[config.mk]
export PLATFORM = sky130hd
export DESIGN_NAME = skid_slice
export DESIGN_NICKNAME = d
export VERILOG_FILES = /design/src/rtl/skid_slice_pkg.sv /design/src/rtl/skid_slice.sv
export SDC_FILE = /design/constraint.sdc
export NUM_CORES = 1
export LEC_CHECK = 0
export CORE_UTILIZATION = 44
export CTS_CLUSTER_SIZE = 30
export DETAILED_ROUTE_END_ITERATION = 8
export GPL_TIMING_DRIVEN = 0
export HOLD_SLACK_MARGIN = 0.15
export PLACE_DENSITY_LB_ADDON = 0.12
export SYNTH_ARGS = -nofsm -noshare
export SYNTH_HDL_FRONTEND = slang
export SYNTH_SLANG_ARGS = --single-unit
[constraint.sdc]
create_clock -name clk_i -period 1.2 [get_ports clk_i]
set_input_delay 0.18 -clock clk_i [delete_from_list [all_inputs] [get_ports clk_i]]
set_output_delay 0.18 -clock clk_i [all_outputs]
set_load 0.05 [all_outputs]
[src/rtl/skid_slice_pkg.sv]
// Shared types for the skid_slice register slice: occupancy states and a
// helper mapping a state to its beat count.
package skid_slice_pkg;

    typedef enum logic [1:0] {
        EMPTY = 2'd0,
        ONE   = 2'd1,
        FULL  = 2'd2
    } skid_state_e;

    function automatic logic [1:0] level_of(input skid_state_e st);
        case (st)
            ONE:     level_of = 2'd1;
            FULL:    level_of = 2'd2;
            default: level_of = 2'd0;
        endcase
    endfunction

endpackage

[src/rtl/skid_slice.sv]
// Two-entry skid buffer: full-throughput valid/ready slice with a registered
// s_ready_o. Define SKID_SLICE_STAT_EN to add the level_o / full_seen_o outputs.
module skid_slice
    import skid_slice_pkg::*;
#(
    parameter int DATA_WIDTH = 32
) (
    input  logic                  clk_i,
    input  logic                  rst_i,
    input  logic                  s_valid_i,
    output logic                  s_ready_o,
    input  logic [DATA_WIDTH-1:0] s_data_i,
    output logic                  m_valid_o,
    input  logic                  m_ready_i,
    output logic [DATA_WIDTH-1:0] m_data_o
`ifdef SKID_SLICE_STAT_EN
    ,
    output logic [1:0]            level_o,
    output logic                  full_seen_o
`endif
);

    skid_state_e           state_q;
    skid_state_e           state_d;
    logic [DATA_WIDTH-1:0] main_q;
    logic [DATA_WIDTH-1:0] skid_q;
    logic                  s_ready_q;
    logic                  s_xfer;
    logic                  m_xfer;

    assign s_xfer    = s_valid_i & s_ready_q;
    assign m_xfer    = (state_q != EMPTY) & m_ready_i;
    assign s_ready_o = s_ready_q;
    assign m_valid_o = (state_q != EMPTY);
    assign m_data_o  = main_q;

    always_comb begin
        state_d = state_q;
        case (state_q)
            EMPTY: if (s_xfer) state_d = ONE;
            ONE: begin
                if (s_xfer && !m_xfer)      state_d = FULL;
                else if (!s_xfer && m_xfer) state_d = EMPTY;
            end
            FULL:    if (m_xfer) state_d = ONE;
            default: state_d = EMPTY;
        endcase
    end

    // s_ready_o is registered from the next state so m_ready_i never reaches it combinationally
    always_ff @(posedge clk_i) begin
        if (rst_i) begin
            state_q   <= EMPTY;
            main_q    <= '0;
            skid_q    <= '0;
            s_ready_q <= 1'b0;
        end else begin
            state_q   <= state_d;
            s_ready_q <= (state_d != FULL);
            case (state_q)
                EMPTY: if (s_xfer) main_q <= s_data_i;
                ONE: begin
                    if (s_xfer && m_xfer) main_q <= s_data_i;
                    else if (s_xfer)      skid_q <= s_data_i;
                end
                FULL:    if (m_xfer) main_q <= skid_q;
                default: ;
            endcase
        end
    end

`ifdef SKID_SLICE_STAT_EN
    logic full_seen_q;

    assign level_o     = level_of(state_q);
    assign full_seen_o = full_seen_q;

    always_ff @(posedge clk_i) begin
        if (rst_i)                  full_seen_q <= 1'b0;
        else if (state_d == FULL)   full_seen_q <= 1'b1;
    end
`endif

endmodule

m1.png
Scale bar: 20 um. Supply wires on this layer in gray.
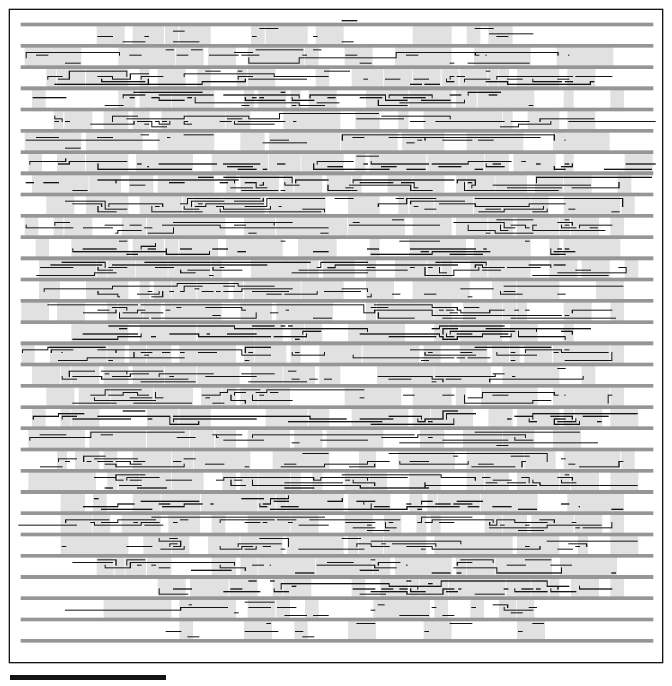
share of all routed wire = 46%
longest straight run = 28.5 um
nets with wire on the layer = 393
wire length on this layer = 3,350 um

ff_map.png
Scale bar: 20 um. Other sequential cells in the stronger gray, the rest of the logic in the fainter gray.
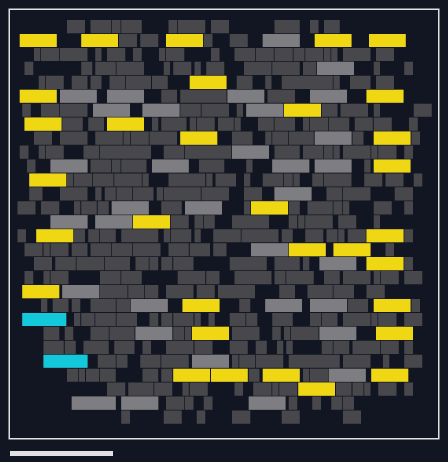
cyan -> state_q  # sequential cells 2
yellow -> m_data_o  # sequential cells 32, where spread over the die

congestion_map.png
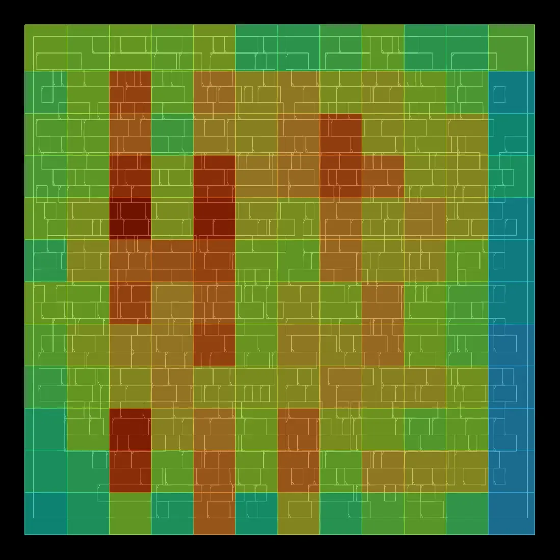
final core utilization: 70.47%
GR Util met2: 32.12%

==> CHANGELOG.md <==
### Metrics

* Status: finished, violations left
* Violated checks: negative setup slack
* Chip area line of the yosys report at 0.002920 mm^2
* Seq pwr share at 46.7%
* Share of layout cells above drive strength 1 at 49.88%
* Nets at 435
* Total negative slack at -9152 ps
* Tmin final at 1428 ps
* CTS buffer count at 9
* Die Height at 83.47 um
* Routed WL per cell at 15.15 um
* Synth Warn # at 0
* Max-cap viol count at 0
* Syn avg cell area at 9.800 um^2
* IO buf count at 68
* Htree depth at 3
* Vias at 2,381
* Worst path cell trace: nor2b_4 -> o31a_1 -> buf_6 -> buf_12 -> mux2i_2 -> nor2_1
* Cells after synthesis at 298
* Worst endpoint required time at 1410 ps
* Clk pwr share at 34.2%
* Clock sinks at 67
* Peak Freq at 700.2 MHz
* Setup violators final at 68
* Yosys Instances at 298
* Antenna cells at 0
* Post-route worst setup slack at -228.3 ps
* Leakage power at 2.115 nW
* Number of enable flip-flop cells at 0
* Maximum VDD drop at 0.6539 mV
* Synth Seq Share at 45.93%
* Vias per Instance at 4.960
* Number of warnings the tools reported at 29
* Overall power at 0.005012 W
* Max Clock Skew at 8.540 ps
* DRT iter0 DRCs at 75
* Crit path launch type: flop
* HP Class: in2reg
* Number of global-route vias before repair at 2,265
* I/O pin cnt at 70
* Critical path's slowest cell: dfxtp_4
* DP Wirelength at 4.058 mm
* Combinational power share at 19.1%
* PD cells at 1114 mW/mm^2
* Post-DRT Antenna Nets at 0
* Post-route DRC violation count at 0
* Critical path class: reg2reg
* Max incr delay on CP at 360 ps
* RePlAce Congestion at 0.7197
* Most frequent logic cell in the layout: dfxtp_1
* Setup crit end kind: flop
* Clk buf depth at 2
* CTS tree: yes
* Die Width at 83.47 um
* Slew @ Worst Pin at 716.3 ps
* Fin area at 0.004501 mm^2
* Placement Cell Area at 0.003725 mm^2
* Core area at 0.006386 mm^2
* Yosys reg bits at 67
* Period utilization at 119.0%
* Switching Share at 27.41%
* Post-synth cell types at 21
* Mapped Area at 0.002920 mm^2
port_trees.png
Scale bar: 20 um.
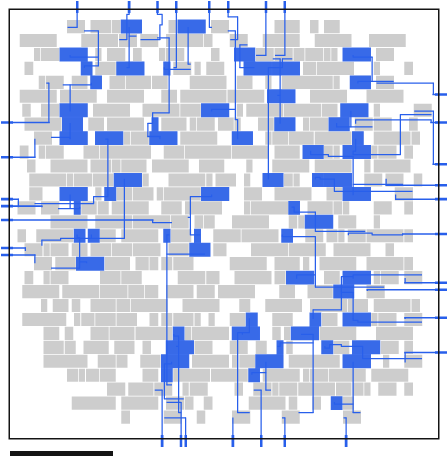
blue -> s_data_i  # bits 32, direction input, edge 10 right, 8 top, 7 bottom, 7 left, end cells 64, buffers 32, wire 941 um

layers.png
Two of the layers only.
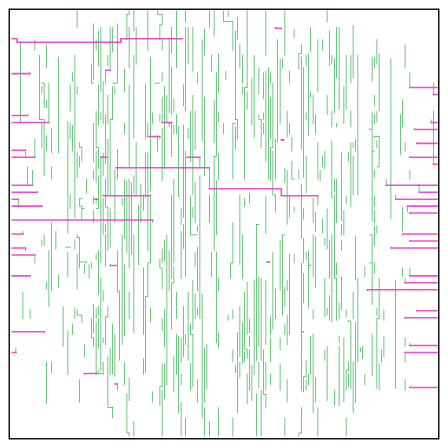
green -> M2  # wire length 3,460 um
magenta -> M3  # wire length 308 um

## final timing paths
check | slack [ps] | start | endpoint | depth (start not counted)
worst max-delay path | -230 | state_q[0] | m_data_o[27] | 6
worst min-delay path | 300 | rst_i | state_q[1] | 2
worst max register to register | -230 | state_q[0] | m_data_o[27] | 6
worst min register to register | 460 | skid_q[12] | skid_q[12] | 2
## worst max-delay path: cells and delay by family, from the launching register on
| family | cells | cell delay [ps] |
|---|---|---|
| AOI/OAI and AO/OA | 1 | 260 |
| buffers and inverters | 2 | 310 |
| DFF | 1 | 360 |
| muxes | 1 | 180 |
| and+or+nand+nor | 2 | 190 |
## cell usage after synthesis (all sizes together), types with 2 or more instances
master | n | share of area [%]
nor2b | 2 | 0.51
mux2i | 33 | 11
nand2 | 67 | 8.6
buf | 15 | 5.8
dfxtp | 67 | 46
a21oi | 34 | 5.8
nor2 | 34 | 4.4
mux2 | 32 | 15
clkbuf | 7 | 0.90
## sequential cells by signal, summed over array words and instances, names as in the netlist
name       count
s_ready_o      1
skid_q        32
m_data_o      32
state_q        2
## layer usage
layer | GRT usage (%) | up-vias | wire length, um
met5 | 0 | - | 0
met4 | 10.32 | 0 | 162
met3 | 4.253 | 14 | 308
met2 | 32.12 | 59 | 3455
met1 | 26.27 | 1113 | 3348
li1 | - | 1195 | -
## through the flow
stage          cells  hold slack [ps]  setup WS [ps]
2_1_floorplan    298            303.0         -130.0
3_3_place_gp     443            437.6         -558.1
3_5_place_dp     443            447.2         -579.5
4_1_cts          476            252.7         -207.8
5_1_grt          480            340.9         -264.9
6_report         480            296.6         -228.3
## power by group through the flow
stage,registers (W),clock network (W),logic [W]
6_report,0.00234,0.00171,0.000956
5_1_grt,0.00235,0.00188,0.00100
4_1_cts,0.00234,0.00175,0.000882
3_5_place_dp,0.00239,0,0.000857
3_3_place_gp,0.00239,0,0.000854
2_1_floorplan,0.00260,0,0.000335
## cell type report
type / count / area (um^2)
well taps: 77 / 96.34
fillers: 476 / 1886
flip-flops and latches: 67 / 1353
clock inverters: 2 / 10.01
repair buffers: 93 / 862.1
multi-input cells: 209 / 1782
plain buffers: 19 / 229.0
clock buffers: 13 / 168.9
## cells by family after synthesis
kind of cell           after synthesis  share of synthesized area, %
AND/OR/NAND/NOR                    108                         14.70
AND-OR/OR-AND                       36                         6.427
flip-flops                          67                         45.93
multiplexers                        65                         26.22
buffers and inverters               22                         6.727
## timing repair
item | in CTS | in global routing
setup endpoints to repair | 96 | 68
hold buffers | 0 | 0
cloned | 7 | 2
endpoints found under the hold margin | 0 | 0
pin swaps | 13 | 42
gates resized | 223 | 103
buffers inserted | 12 | 7
Power and IR drop assume default switching activity.
